--- config.mk ---
export PLATFORM = sky130hd
export DESIGN_NAME = bankmachine_param
export DESIGN_NICKNAME = d
export VERILOG_FILES = /design/src/rtl/bankmachine_param.sv
export SDC_FILE = /design/constraint.sdc
export NUM_CORES = 1
export LEC_CHECK = 0
export CAP_MARGIN = 0
export CORE_MARGIN = 2
export CORE_UTILIZATION = 45
export DETAILED_ROUTE_END_ITERATION = 12
export PLACE_DENSITY = 0.66
export SLEW_MARGIN = 0
export SYNTH_ARGS = -nofsm -noshare
export SYNTH_HDL_FRONTEND = slang
export SYNTH_SLANG_ARGS = --single-unit
--- constraint.sdc ---
create_clock -name sys_clk -period 4.1 [get_ports sys_clk]
set_input_delay 0.615 -clock sys_clk [delete_from_list [all_inputs] [get_ports sys_clk]]
set_output_delay 0.615 -clock sys_clk [all_outputs]
set_load 0.05 [all_outputs]
--- src/rtl/bankmachine_param.sv ---
// Per-bank LPDDR4 command scheduler: lookahead FIFO, open-row tracking, bank timing timers,
// open/close-page policy with auto-precharge, idle-timeout precharge and refresh hand-off.
module bankmachine_param #(
  parameter int ADDR_W    = 23,
  parameter int COL_W     = 6,
  parameter int A_W       = 17,
  parameter int BA_W      = 3,
  parameter int BANK_ID   = 0,
  parameter int DEPTH     = 8,
  parameter int TMR_W     = 8,
  parameter int IDLE_TO_W = 8
) (
  input  logic                 sys_clk,
  input  logic                 sys_rst_n,
  input  logic                 req_valid,
  output logic                 req_ready,
  input  logic                 req_we,
  input  logic [ADDR_W-1:0]    req_addr,
  output logic                 req_lock,
  output logic                 req_wdata_ready,
  output logic                 req_rdata_valid,
  input  logic                 refresh_req,
  output logic                 refresh_gnt,
  output logic                 cmd_valid,
  input  logic                 cmd_ready,
  output logic [A_W-1:0]       cmd_payload_a,
  output logic [BA_W-1:0]      cmd_payload_ba,
  output logic                 cmd_payload_cas,
  output logic                 cmd_payload_ras,
  output logic                 cmd_payload_we,
  output logic                 cmd_payload_is_cmd,
  output logic                 cmd_payload_is_read,
  output logic                 cmd_payload_is_write,
  input  logic                 close_page,
  input  logic [IDLE_TO_W-1:0] idle_timeout_cfg,
  input  logic [TMR_W-1:0]     cfg_tWTP,
  input  logic [TMR_W-1:0]     cfg_tRC,
  input  logic [TMR_W-1:0]     cfg_tRAS,
  input  logic [TMR_W-1:0]     cfg_tRP,
  input  logic [TMR_W-1:0]     cfg_tRCD,
  output logic                 row_open_o
);
  localparam int ROW_W = ADDR_W - COL_W;
  localparam int PTR_W = $clog2(DEPTH);
  localparam int LVL_W = PTR_W + 1;
  localparam int NT    = 5;
  localparam int T_WTP = 0, T_RC = 1, T_RAS = 2, T_RP = 3, T_RCD = 4;

  typedef enum logic [2:0] {S_IDLE, S_PRE, S_AP_WAIT, S_TRP, S_ACT, S_TRCD, S_REFRESH} state_t;

  logic [ADDR_W:0]      fifo_q [DEPTH];
  logic [PTR_W-1:0]     wr_ptr_q, rd_ptr_q;
  logic [LVL_W-1:0]     level_q, level_d;
  logic                 buf_valid_q, buf_we_q;
  logic [ADDR_W-1:0]    buf_addr_q;
  logic [ROW_W-1:0]     open_row_q;
  logic                 row_open_q;
  logic [IDLE_TO_W-1:0] idle_cnt_q;
  state_t               state_q;

  logic                 fifo_empty, push, pop, ap, hit, idle_expired;
  logic                 cmd_fire, col_fire;
  logic [ADDR_W:0]      head;
  logic [ROW_W-1:0]     buf_row;
  logic [DEPTH-1:0]     same_row;
  logic [NT-1:0]        tmr_rdy, tmr_load;
  logic [NT-1:0][TMR_W-1:0] tmr_cfg;

  logic                 v_c, cas_c, ras_c, we_c, is_cmd_c, is_rd_c, is_wr_c;
  logic [A_W-1:0]       a_c;

  assign fifo_empty = (level_q == '0);
  assign head       = fifo_q[rd_ptr_q];
  assign buf_row    = buf_addr_q[ADDR_W-1:COL_W];
  assign hit        = row_open_q && (buf_row == open_row_q);
  assign push       = req_valid && (level_q != LVL_W'(DEPTH));
  assign pop        = (!buf_valid_q || col_fire) && !fifo_empty;
  assign level_d    = level_q + LVL_W'(push) - LVL_W'(pop);
  assign idle_expired = row_open_q && (idle_timeout_cfg != '0) && (idle_cnt_q == idle_timeout_cfg);

  genvar gi;
  // Close the row early if the next request misses, or (close-page) nothing queued reuses it.
  for (gi = 0; gi < DEPTH; gi++) begin : g_look
    logic [PTR_W-1:0] offs;
    assign offs = PTR_W'(gi) - rd_ptr_q;
    assign same_row[gi] = ({1'b0, offs} < level_q) && (fifo_q[gi][ADDR_W-1:COL_W] == buf_row);
  end
  assign ap = (!fifo_empty && (head[ADDR_W-1:COL_W] != buf_row)) || (close_page && (same_row == '0));

  assign tmr_cfg = {cfg_tRCD, cfg_tRP, cfg_tRAS, cfg_tRC, cfg_tWTP};
  always_comb begin
    tmr_load        = '0;
    tmr_load[T_RC]  = cmd_fire && (state_q == S_ACT);
    tmr_load[T_RAS] = cmd_fire && (state_q == S_ACT);
    tmr_load[T_RCD] = cmd_fire && (state_q == S_ACT);
    tmr_load[T_RP]  = (cmd_fire && (state_q == S_PRE)) || (col_fire && ap);
    tmr_load[T_WTP] = col_fire && buf_we_q;
  end

  // A load of 0 behaves like 1: ready drops for exactly max(C,1) cycles.
  for (gi = 0; gi < NT; gi++) begin : g_tmr
    logic [TMR_W-1:0] cnt_q;
    logic             rdy_q;
    always_ff @(posedge sys_clk or negedge sys_rst_n) begin
      if (!sys_rst_n) begin
        cnt_q <= '0;
        rdy_q <= 1'b0;
      end else if (tmr_load[gi]) begin
        cnt_q <= (tmr_cfg[gi] == '0) ? '0 : tmr_cfg[gi] - TMR_W'(1);
        rdy_q <= 1'b0;
      end else if (cnt_q == '0) begin
        rdy_q <= 1'b1;
      end else begin
        cnt_q <= cnt_q - TMR_W'(1);
      end
    end
    assign tmr_rdy[gi] = rdy_q;
  end

  always_comb begin
    v_c = 1'b0; cas_c = 1'b0; ras_c = 1'b0; we_c = 1'b0;
    is_cmd_c = 1'b0; is_rd_c = 1'b0; is_wr_c = 1'b0;
    a_c = '0;
    case (state_q)
      S_IDLE: begin
        v_c     = buf_valid_q && hit && !refresh_req;
        cas_c   = v_c;
        we_c    = v_c && buf_we_q;
        is_rd_c = v_c && !buf_we_q;
        is_wr_c = v_c && buf_we_q;
        a_c[COL_W+3:4] = buf_addr_q[COL_W-1:0];
        a_c[10] = ap;
      end
      S_PRE: begin
        v_c = tmr_rdy[T_WTP] && tmr_rdy[T_RAS];
        ras_c = 1'b1; we_c = 1'b1; is_cmd_c = 1'b1;
      end
      S_ACT: begin
        v_c = tmr_rdy[T_RC];
        ras_c = 1'b1; is_cmd_c = 1'b1;
        a_c[ROW_W-1:0] = buf_row;
      end
      default: ;
    endcase
  end

  assign cmd_fire = v_c && cmd_ready;
  assign col_fire = cmd_fire && (state_q == S_IDLE);

  always_ff @(posedge sys_clk) begin
    if (push) fifo_q[wr_ptr_q] <= {req_we, req_addr};
  end

  always_ff @(posedge sys_clk or negedge sys_rst_n) begin
    if (!sys_rst_n) begin
      wr_ptr_q <= '0; rd_ptr_q <= '0; level_q <= '0;
      buf_valid_q <= 1'b0; buf_we_q <= 1'b0; buf_addr_q <= '0;
      idle_cnt_q <= '0;
    end else begin
      level_q <= level_d;
      if (push) wr_ptr_q <= wr_ptr_q + PTR_W'(1);
      if (pop) begin
        rd_ptr_q    <= rd_ptr_q + PTR_W'(1);
        buf_valid_q <= 1'b1;
        {buf_we_q, buf_addr_q} <= head;
      end else if (col_fire) begin
        buf_valid_q <= 1'b0;
      end
      if (cmd_fire || buf_valid_q || !fifo_empty) idle_cnt_q <= '0;
      else if (idle_cnt_q != '1) idle_cnt_q <= idle_cnt_q + IDLE_TO_W'(1);
    end
  end

  always_ff @(posedge sys_clk or negedge sys_rst_n) begin
    if (!sys_rst_n) begin
      state_q <= S_IDLE; row_open_q <= 1'b0; open_row_q <= '0;
    end else begin
      case (state_q)
        S_IDLE: begin
          if (refresh_req) state_q <= row_open_q ? S_PRE : S_REFRESH;
          else if (buf_valid_q) begin
            if (!row_open_q) state_q <= S_ACT;
            else if (!hit) state_q <= S_PRE;
            else if (col_fire && ap) begin
              state_q <= S_AP_WAIT;
              row_open_q <= 1'b0;
            end
          end else if (idle_expired) state_q <= S_PRE;
        end
        S_PRE: if (cmd_fire) begin
          state_q <= S_TRP;
          row_open_q <= 1'b0;
        end
        S_AP_WAIT: if (tmr_rdy[T_WTP] && tmr_rdy[T_RAS]) state_q <= S_TRP;
        S_TRP: if (tmr_rdy[T_RP]) state_q <= (buf_valid_q && !refresh_req) ? S_ACT : S_IDLE;
        S_ACT: if (cmd_fire) begin
          state_q <= S_TRCD;
          row_open_q <= 1'b1;
          open_row_q <= buf_row;
        end
        S_TRCD: if (tmr_rdy[T_RCD]) state_q <= S_IDLE;
        S_REFRESH: begin
          row_open_q <= 1'b0;
          if (!refresh_req) state_q <= S_IDLE;
        end
        default: state_q <= S_IDLE;
      endcase
    end
  end

  // Every combinational output is forced low while reset is asserted.
  assign req_ready            = sys_rst_n && (level_q != LVL_W'(DEPTH));
  assign req_lock             = sys_rst_n && (buf_valid_q || !fifo_empty);
  assign req_wdata_ready      = sys_rst_n && col_fire && buf_we_q;
  assign req_rdata_valid      = sys_rst_n && col_fire && !buf_we_q;
  assign refresh_gnt          = sys_rst_n && (state_q == S_REFRESH) && tmr_rdy[T_WTP];
  assign cmd_valid            = sys_rst_n && v_c;
  assign cmd_payload_a        = sys_rst_n ? a_c : '0;
  assign cmd_payload_ba       = sys_rst_n ? BA_W'(BANK_ID) : '0;
  assign cmd_payload_cas      = sys_rst_n && cas_c;
  assign cmd_payload_ras      = sys_rst_n && ras_c;
  assign cmd_payload_we       = sys_rst_n && we_c;
  assign cmd_payload_is_cmd   = sys_rst_n && is_cmd_c;
  assign cmd_payload_is_read  = sys_rst_n && is_rd_c;
  assign cmd_payload_is_write = sys_rst_n && is_wr_c;
  assign row_open_o           = sys_rst_n && row_open_q;
endmodule

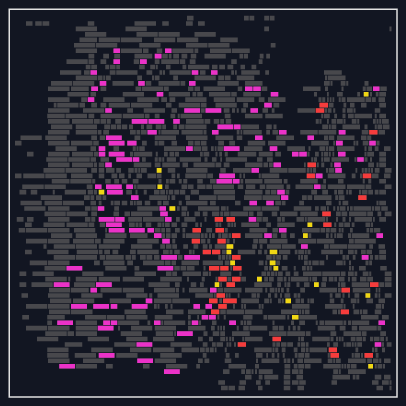
Fig. 1. Gate families picked out (run 1).
Scale: 2 px per um.
family	color	cells
AND-OR and OR-AND gates	yellow	20
multiplexers	magenta	120
adder and majority cells	red	38
most frequent logic cell in the layout: edfxtp_1
multi-input combinational area share: 37.4%

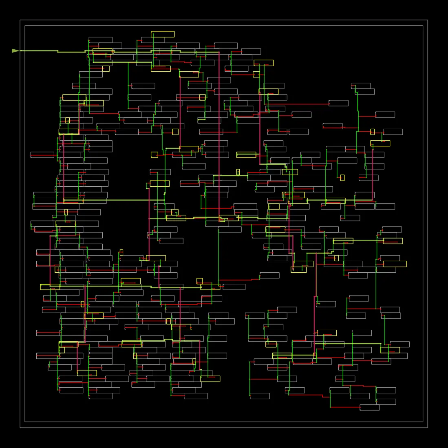
Fig. 2. Clock nets (run 1).
Clock Skews: 0.0242 ns
clock buffer count from CTS: 35
layout sequential cell count: 301
number of clock sinks: 301
# clk buffers: 40

==> run summary, run 1 <==
run results: largest power group=sequential cells, chip area=0.0373 mm^2, switching part of the total=27.1%, DR iter-0 viols=925, largest non-sequential cell family by area=XOR/XNOR gates, setup total negative slack=0 ns, highest cell delay on the worst timing path=0.52 ns, Setup crit start kind=flop, Final non-clock buffer share=8.43%, met2 WL=19900 um, static leakage=7.22 nW, CTS H-Tree Depth=2, final layout net count=1605, detailed-placement wirelength estimate=29700 um, Placement Rows=69, non-clock buffer total of the final layout=175, CTS tree=done, Filler Cells Inserted=3015, logic depth of the worst register-to-register path=12, min Tclk post-route=4.03 ns, dominant synthesized flop cell=edfxtp_1, biggest cell category by area in the final layout=sequential cells, layout overhead on the synthesized area=19.8%, Global Route met1 Usage=30.4%, dpl cell area=0.0178 mm^2, largest registers=fifo_q: 192 flops, g_tmr.cnt_q: 40 flops, buf_addr_q: 23 flops, via count of the routed design=11100, list of cells traversed by the critical path=buf_12, mux4_2, mux2i_2, xor2_1, nand3_1, nor4_2, a31oi_2, or2_1, a32o_2, buf_12, #FFs+latches synth=301, Synth top cell by count=edfxtp_1, run status=complete, no violations, Horiz. Die Dim=193 um, Power Total=0.00802 W, Biggest register=fifo_q, Cells after Synth=1344, maximum number of buffers from clock root to sink=3, xor/xnor share=12.7%, required time of the critical path=3.48 ns, final weighted congestion of routability-driven global placement=0.946, layout inverter count without the clock tree=51, Flop area=0.00851 mm^2, part of the total power dissipated in sequential elements=47.0%, reported net switching power=0.00217 W
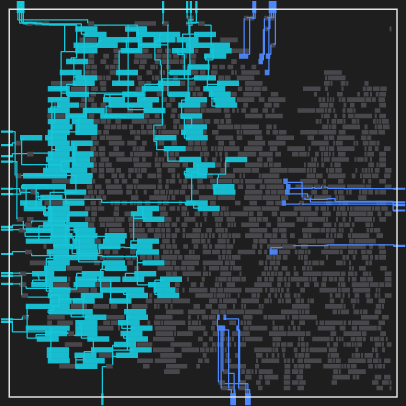
Fig. 3. Nets reached from selected ports (run 1).
Scale: 2 px per um.
port	color	bits	direction	end cells	wire
req_addr	cyan	23	input	184	2380 um
cmd_payload_a	blue	17	output	17	683 um
number of port buffers: 107
I/O pin count: 111

Fig. 4: run 1, sequential cells colored by netlist name
Scale: 1.5 px per um. Other sequential cells in the stronger gray, the rest of the logic in the fainter gray.
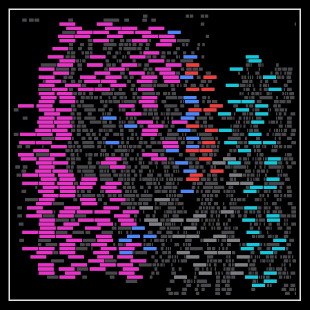

==> run 2, diff against run 1 <==
- CTS_BUF_LIST: unset -> sky130_fd_sc_hd__clkbuf_2
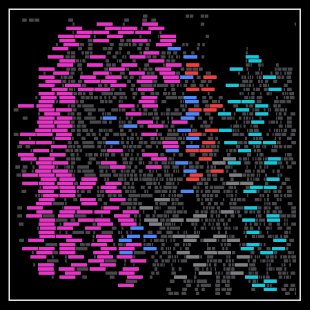
Fig. 5. Sequential cells colored by netlist name (run 2).
Scale: 1.5 px per um. Other sequential cells in the stronger gray, the rest of the logic in the fainter gray.
netlist name	color	placed flops
g_tmr.cnt_q	cyan	40
fifo_q	magenta	192
buf_addr_q	blue	23
open_row_q	red	17
final core utilization: 53.0%
power consumed by sequential cells: 0.00377 W
Flop area: 0.00851 mm^2
fraction of area in registers: 45.3%

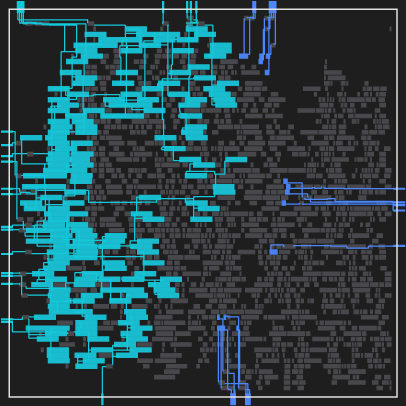
Fig. 6. Nets reached from selected ports (run 2).
Scale: 2 px per um.
port	color	bits	direction	end cells	wire
cmd_payload_a	blue	17	output	17	687 um
req_addr	cyan	23	input	184	2380 um

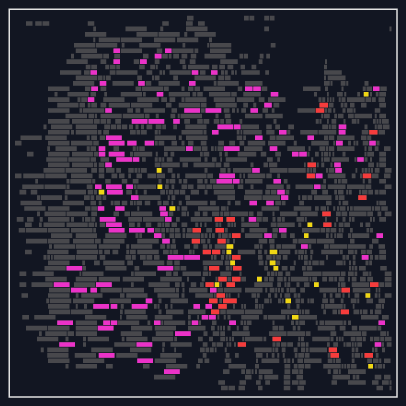
Fig. 7. Gate families picked out (run 2).
Scale: 2 px per um.
family	color	cells
AND-OR and OR-AND gates	yellow	20
multiplexers	magenta	120
adder and majority cells	red	38

==> run summary, run 2 <==
run results: run status=complete, but fails checks (was complete, no violations), failing checks=setup timing, most frequent logic cell in the layout=edfxtp_1 (unchanged), static leakage=7.13 nW (was 7.22 nW), Setup crit start kind=flop (unchanged), final number of setup-violating endpoints=1 (was 0), Biggest register=fifo_q (unchanged), Cells after Synth=1344 (unchanged), Global Route met1 Usage=30.2% (was 30.4%), maximum number of buffers from clock root to sink=3 (unchanged), # clk buffers=113 (was 40), required time of the critical path=3.48 ns (about the same), chip area=0.0373 mm^2 (unchanged), list of cells traversed by the critical path=buf_4, xnor2_1, nand3_1, nor3_1, nand4_1, o221ai_1, nor3_4, or2_1, a32o_2, buf_12 (was buf_12, mux4_2, mux2i_2, xor2_1, nand3_1, nor4_2, a31oi_2, or2_1, a32o_2, buf_12), Synth top cell by count=edfxtp_1 (unchanged), number of clock sinks=301 (unchanged), largest non-sequential cell family by area=XOR/XNOR gates (unchanged), Power Total=0.00691 W (was 0.00802 W), layout sequential cell count=301 (unchanged), layout inverter count without the clock tree=51 (unchanged), part of the total power dissipated in sequential elements=54.5% (was 47.0%), largest power group=sequential cells (unchanged), via count of the routed design=11300 (was 11100), CTS H-Tree Depth=3 (was 2), non-clock buffer total of the final layout=171 (was 175), clock buffer count from CTS=80 (was 35), min Tclk post-route=4.41 ns (was 4.03 ns), Horiz. Die Dim=193 um (unchanged), #FFs+latches synth=301 (unchanged), final critical-path setup slack=-0.311 ns (was 0.0700 ns), Placement Rows=69 (unchanged), I/O pin count=111 (unchanged), CTS tree=done (unchanged)
Power is estimated from default activity; no workload was simulated.
